Gate families picked out:
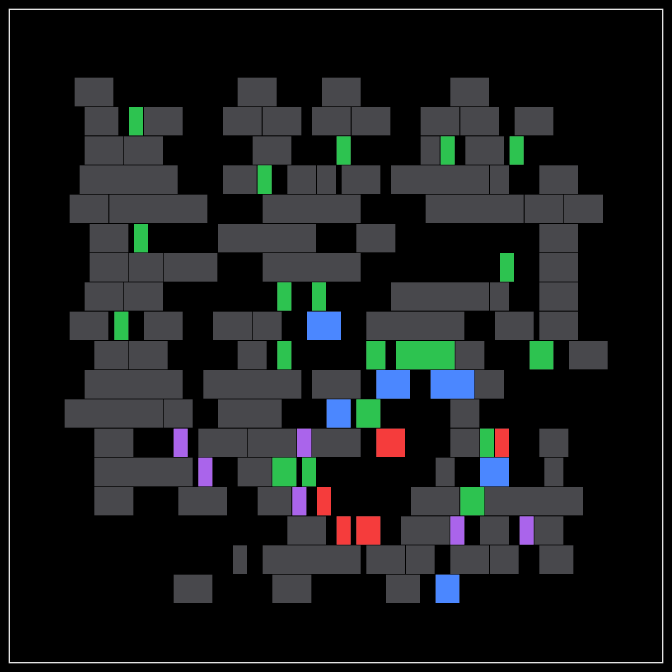
Routed clock nets over the placement:
Bar = 20 um.
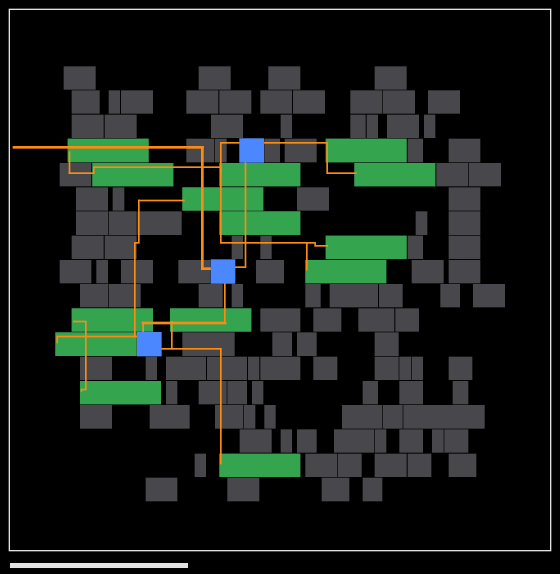
Routing congestion map:
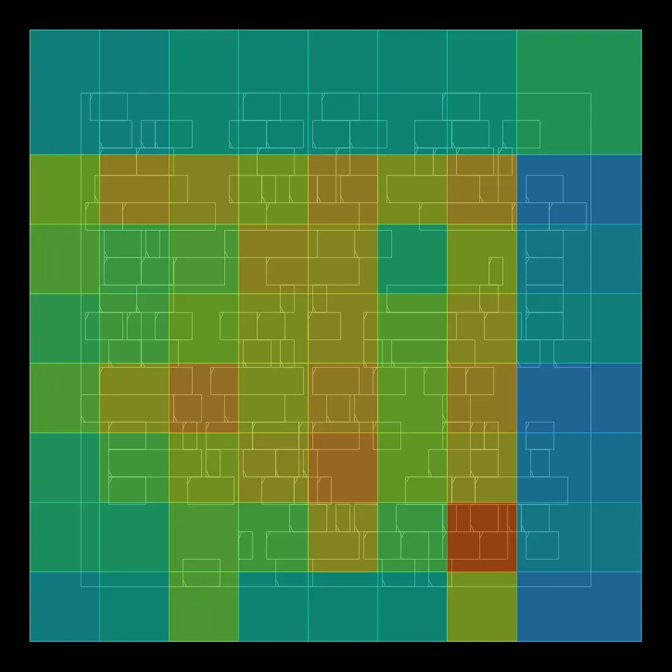
Sequential cells coloured by netlist name:
Bar = 20 um. Other sequential cells in the stronger grey, the rest of the logic in the fainter grey.
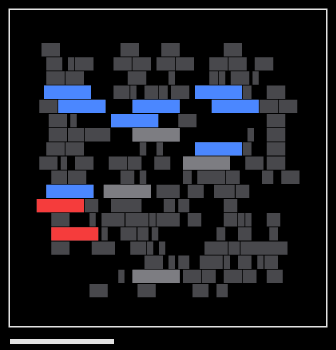
### config.mk
export PLATFORM = sky130hd
export DESIGN_NAME = mux2to1_stream_arb
export DESIGN_NICKNAME = d
export VERILOG_FILES = /design/src/rtl/mux_arb_pkg.sv /design/src/rtl/mux2to1_stream_arb_rr_arb2.sv /design/src/rtl/mux2to1_stream_arb.sv
export SDC_FILE = /design/constraint.sdc
export NUM_CORES = 1
export LEC_CHECK = 0
export ABC_CLOCK_PERIOD_IN_PS = 3630
export CAP_MARGIN = 25
export CORE_MARGIN = 5
export CORE_UTILIZATION = 35
export DETAILED_ROUTE_END_ITERATION = 6
export PLACE_DENSITY_LB_ADDON = 0.05
export RECOVER_POWER = 25
export SKIP_LAST_GASP = 1
export SLEW_MARGIN = 5
export SYNTH_ARGS = -nofsm -noshare
export SYNTH_HDL_FRONTEND = slang
export SYNTH_HIERARCHICAL = 1
export SYNTH_SLANG_ARGS = --single-unit
### constraint.sdc
create_clock -name clk -period 3.63 [get_ports clk]
set_input_delay 1.089 -clock clk [delete_from_list [all_inputs] [get_ports clk]]
set_output_delay 1.089 -clock clk [all_outputs]
set_load 0.02 [all_outputs]
### src/rtl/mux_arb_pkg.sv
// Shared types and constants for the 2:1 stream merge arbiter.
package mux_arb_pkg;

  // Arbitration state: free to arbitrate, or locked to one source mid-packet.
  typedef enum logic [1:0] {
    ARB_IDLE  = 2'd0,
    ARB_LOCK0 = 2'd1,
    ARB_LOCK1 = 2'd2
  } arb_state_t;

  // Source indices as carried on out_sel (drives the far-end demux select).
  localparam logic SEL_IN0 = 1'b0;
  localparam logic SEL_IN1 = 1'b1;

endpackage

### src/rtl/mux2to1_stream_arb_rr_arb2.sv
// Two-requester round-robin arbiter. Owns the priority flop; a lock input
// pins the grant to lock_id regardless of the request vector.
module rr_arb2
  import mux_arb_pkg::*;
(
  input  logic       clk,
  input  logic       rst_n,
  input  logic [1:0] req,
  input  logic       lock,
  input  logic       lock_id,
  input  logic       advance,
  output logic       gnt_id,
  output logic       gnt_vld
);

  logic r_prio;

  // Priority flop: after a completed grant the other source is preferred next.
  always_ff @(posedge clk or negedge rst_n) begin
    if (!rst_n) begin
      r_prio <= SEL_IN0;
    end else if (advance) begin
      r_prio <= ~gnt_id;
    end
  end

  // Grant selection: lock wins, otherwise single requester or priority on contention.
  always_comb begin
    gnt_vld = 1'b0;
    gnt_id  = r_prio;
    if (lock) begin
      gnt_vld = 1'b1;
      gnt_id  = lock_id;
    end else begin
      case (req)
        2'b01:   begin gnt_vld = 1'b1; gnt_id = SEL_IN0; end
        2'b10:   begin gnt_vld = 1'b1; gnt_id = SEL_IN1; end
        2'b11:   begin gnt_vld = 1'b1; gnt_id = r_prio;  end
        default: begin gnt_vld = 1'b0; gnt_id = r_prio;  end
      endcase
    end
  end

endmodule

### src/rtl/mux2to1_stream_arb.sv
// Merges two valid/ready source streams into one registered output stream.
// Handshake: on every interface a beat transfers on a clock edge where
// valid && ready; sources hold data/last while valid && !ready, inN_ready may
// depend on inN_valid, and out_valid never depends on out_ready.
// With PKT_MODE=1 the grant stays on one source until its last beat is accepted.
module mux2to1_stream_arb
  import mux_arb_pkg::*;
#(
  parameter int WIDTH    = 8,
  parameter int PKT_MODE = 1
) (
  input  logic             clk,
  input  logic             rst_n,
  input  logic [WIDTH-1:0] in0_data,
  input  logic             in0_valid,
  input  logic             in0_last,
  output logic             in0_ready,
  input  logic [WIDTH-1:0] in1_data,
  input  logic             in1_valid,
  input  logic             in1_last,
  output logic             in1_ready,
  output logic [WIDTH-1:0] out_data,
  output logic             out_valid,
  output logic             out_last,
  output logic             out_sel,
  input  logic             out_ready,
  output arb_state_t       o_dbg_state
);

  localparam bit LP_PKT = (PKT_MODE != 0);

  arb_state_t       r_state;
  arb_state_t       w_state_nxt;
  logic [WIDTH-1:0] r_out_data;
  logic             r_out_valid;
  logic             r_out_last;
  logic             r_out_sel;

  logic w_can_load;
  logic w_gnt_id;
  logic w_gnt_vld;
  logic w_lock;
  logic w_lock_id;
  logic w_acc0;
  logic w_acc1;
  logic w_acc;
  logic w_acc_id;
  logic w_acc_last;
  logic w_advance;

  // Output register can take a new beat when empty or being drained this cycle.
  assign w_can_load = !r_out_valid || out_ready;

  // Readies are forced low while reset is asserted.
  assign in0_ready = rst_n && w_can_load && w_gnt_vld && (w_gnt_id == SEL_IN0);
  assign in1_ready = rst_n && w_can_load && w_gnt_vld && (w_gnt_id == SEL_IN1);

  assign w_acc0     = in0_valid && in0_ready;
  assign w_acc1     = in1_valid && in1_ready;
  assign w_acc      = w_acc0 || w_acc1;
  assign w_acc_id   = w_acc1 ? SEL_IN1 : SEL_IN0;
  assign w_acc_last = w_acc1 ? in1_last : in0_last;

  // Priority moves on whenever an arbitration round completes.
  assign w_advance = w_acc && (!LP_PKT || w_acc_last);

  rr_arb2 u_rr_arb2 (
    .clk     (clk),
    .rst_n   (rst_n),
    .req     ({in1_valid, in0_valid}),
    .lock    (w_lock),
    .lock_id (w_lock_id),
    .advance (w_advance),
    .gnt_id  (w_gnt_id),
    .gnt_vld (w_gnt_vld)
  );

  // FSM state register.
  always_ff @(posedge clk or negedge rst_n) begin
    if (!rst_n) begin
      r_state <= ARB_IDLE;
    end else begin
      r_state <= w_state_nxt;
    end
  end

  // FSM next state: lock on a non-last beat in packet mode, unlock on last.
  always_comb begin
    w_state_nxt = r_state;
    case (r_state)
      ARB_IDLE: begin
        if (LP_PKT && w_acc && !w_acc_last) begin
          w_state_nxt = (w_acc_id == SEL_IN1) ? ARB_LOCK1 : ARB_LOCK0;
        end
      end
      ARB_LOCK0, ARB_LOCK1: begin
        if (w_acc && w_acc_last) begin
          w_state_nxt = ARB_IDLE;
        end
      end
      default: w_state_nxt = ARB_IDLE;
    endcase
  end

  // FSM outputs: lock request and locked source index for the arbiter.
  always_comb begin
    w_lock    = 1'b0;
    w_lock_id = SEL_IN0;
    case (r_state)
      ARB_LOCK0: begin w_lock = 1'b1; w_lock_id = SEL_IN0; end
      ARB_LOCK1: begin w_lock = 1'b1; w_lock_id = SEL_IN1; end
      default:   begin w_lock = 1'b0; w_lock_id = SEL_IN0; end
    endcase
  end

  // One-entry output register; holds steady while stalled.
  always_ff @(posedge clk or negedge rst_n) begin
    if (!rst_n) begin
      r_out_valid <= 1'b0;
      r_out_data  <= '0;
      r_out_last  <= 1'b0;
      r_out_sel   <= SEL_IN0;
    end else if (w_can_load) begin
      r_out_valid <= w_acc;
      if (w_acc) begin
        r_out_data <= w_acc1 ? in1_data : in0_data;
        r_out_last <= w_acc_last;
        r_out_sel  <= w_acc_id;
      end
    end
  end

  assign out_data    = r_out_data;
  assign out_valid   = r_out_valid;
  assign out_last    = r_out_last;
  assign out_sel     = r_out_sel;
  assign o_dbg_state = r_state;

endmodule
==> CHANGELOG.md <==
### Physical design

- Status: complete, no violations
- Final wirelength: 1990 um
- Reg power frac: 29.7%
- Crit. Startpoint: in0_valid
- Post-Syn Nets: 114
- Layout fillers: 242
- # Max-Cap Violations: 0
- Simple Share, Synth: 18.7%
- Init Core Util: 36.3%
- P_comb: 510 uW
- Fin Setup TNS: 0 ns
- Post-route DRC: 0
- Post-synthesis cell type count: 30
- Cell repeated most along the worst path: buf_4
- Reg2Reg Depth: 12
- #FFs+latches synth: 14
- Worst Max-Slew Pin Slew: 0.744 ns
- Placed cell area: 1320 um2
- Area growth syn-to-layout: 50.6%
- Post-CTS setup buffers: 0
- Crit path depth: 9
- CP Data Required Time: 2.54 ns
- Final-report setup violation count: 0
- Clk network pwr share: 12.7%
- Met3 usage: 3.62%
- Multiplexer share: 10.0%
- AO/OA Area Share: 16.6%
- Post-route design area: 1350 um2
- Rows: 18
- Ys cells: 86
- CP Launch Type: primary input
- Yosys stat area: 898 um2
- Worst path top cell family by delay: buffers and inverters
- Top class by area: multi-input combinational cells
- Xor+xnor area frac: 0%
- Max Clk Rate: 0.293 GHz
- Initial antenna violation count: 0
- Setup WS post-layout: 0.212 ns
- Synth top area share: 39.0%
- First-pass GRT wire length: 3330 um
- Vias in the first global route: 752
- Non-clock buffering overhead: 31.4%
- Metal2 WL: 856 um
- Die width: 60.7 um
- Hold WS: 0.487 ns
- Inverters: 6
- Clock sink count: 14
- Adder Share, Synth: 6.96%
- PD cells: 655 nW/um2
- Part of the cycle the worst path needs: 94.2%
- Kind of critical path: in -> out
- RSZ-0062 raised after global routing: false
- Cell area after synthesis: 898 um2
- Ant. Diodes: 0
- Internal reg-to-reg setup slack: 1.29 ns
- Top pwr grp: combinational logic
- Largest net degree at the start of global routing: 18
- Hold endpoint: out_sel$_DFFE_PN0P_
- Clock buf count: 4
- CTS buffer count: 3
- Slew margin rel.: 50.4%
- Most frequent logic cells in the routed design: clkdlybuf4s50_1, dfrtp_1, nand2_1
- Critical Path AT: 2.33 ns
- Hold wc startpoint: out_sel$_DFFE_PN0P_
- Clock tree buffer depth: 2
- Drt first-iter violations: 7
Back to the opening pictures, 'gate families picked out':
green -> nand cells  # cells 19
blue -> and/or cells  # cells 6
purple -> inv cells  # cells 6
red -> nor cells  # cells 5, where bottom middle
Commonest Layout Cell: clkdlybuf4s50_1
fraction of area in multi-input gates: 35.6%
Layout Cells excl Fill: 161

Back to the opening pictures, 'routed clock nets over the placement':
orange -> clock wires  # length 198 um
green -> flip-flops  # count 14
blue -> clock-net drivers  # count 3
routed clock nets = 4
Clock Skew: 0.00432 ns
Clock Latency Late Sink: 0.28 ns

Back to the opening pictures, 'routing congestion map':
met1 Use GR: 17.0%
met2 usage: 17.7%
routed wire length per instance: 12.4 um

Back to the opening pictures, 'sequential cells coloured by netlist name':
red -> `o_dbg_state`  # placed flops 2
blue -> `out_data`  # placed flops 8
not coloured = 4
sequential fraction of total cell area: 25.9%
sequential power: 263 uW
final core occ: 54.6%
sequential cell area: 350 um2

Power and IR drop assume default switching activity.
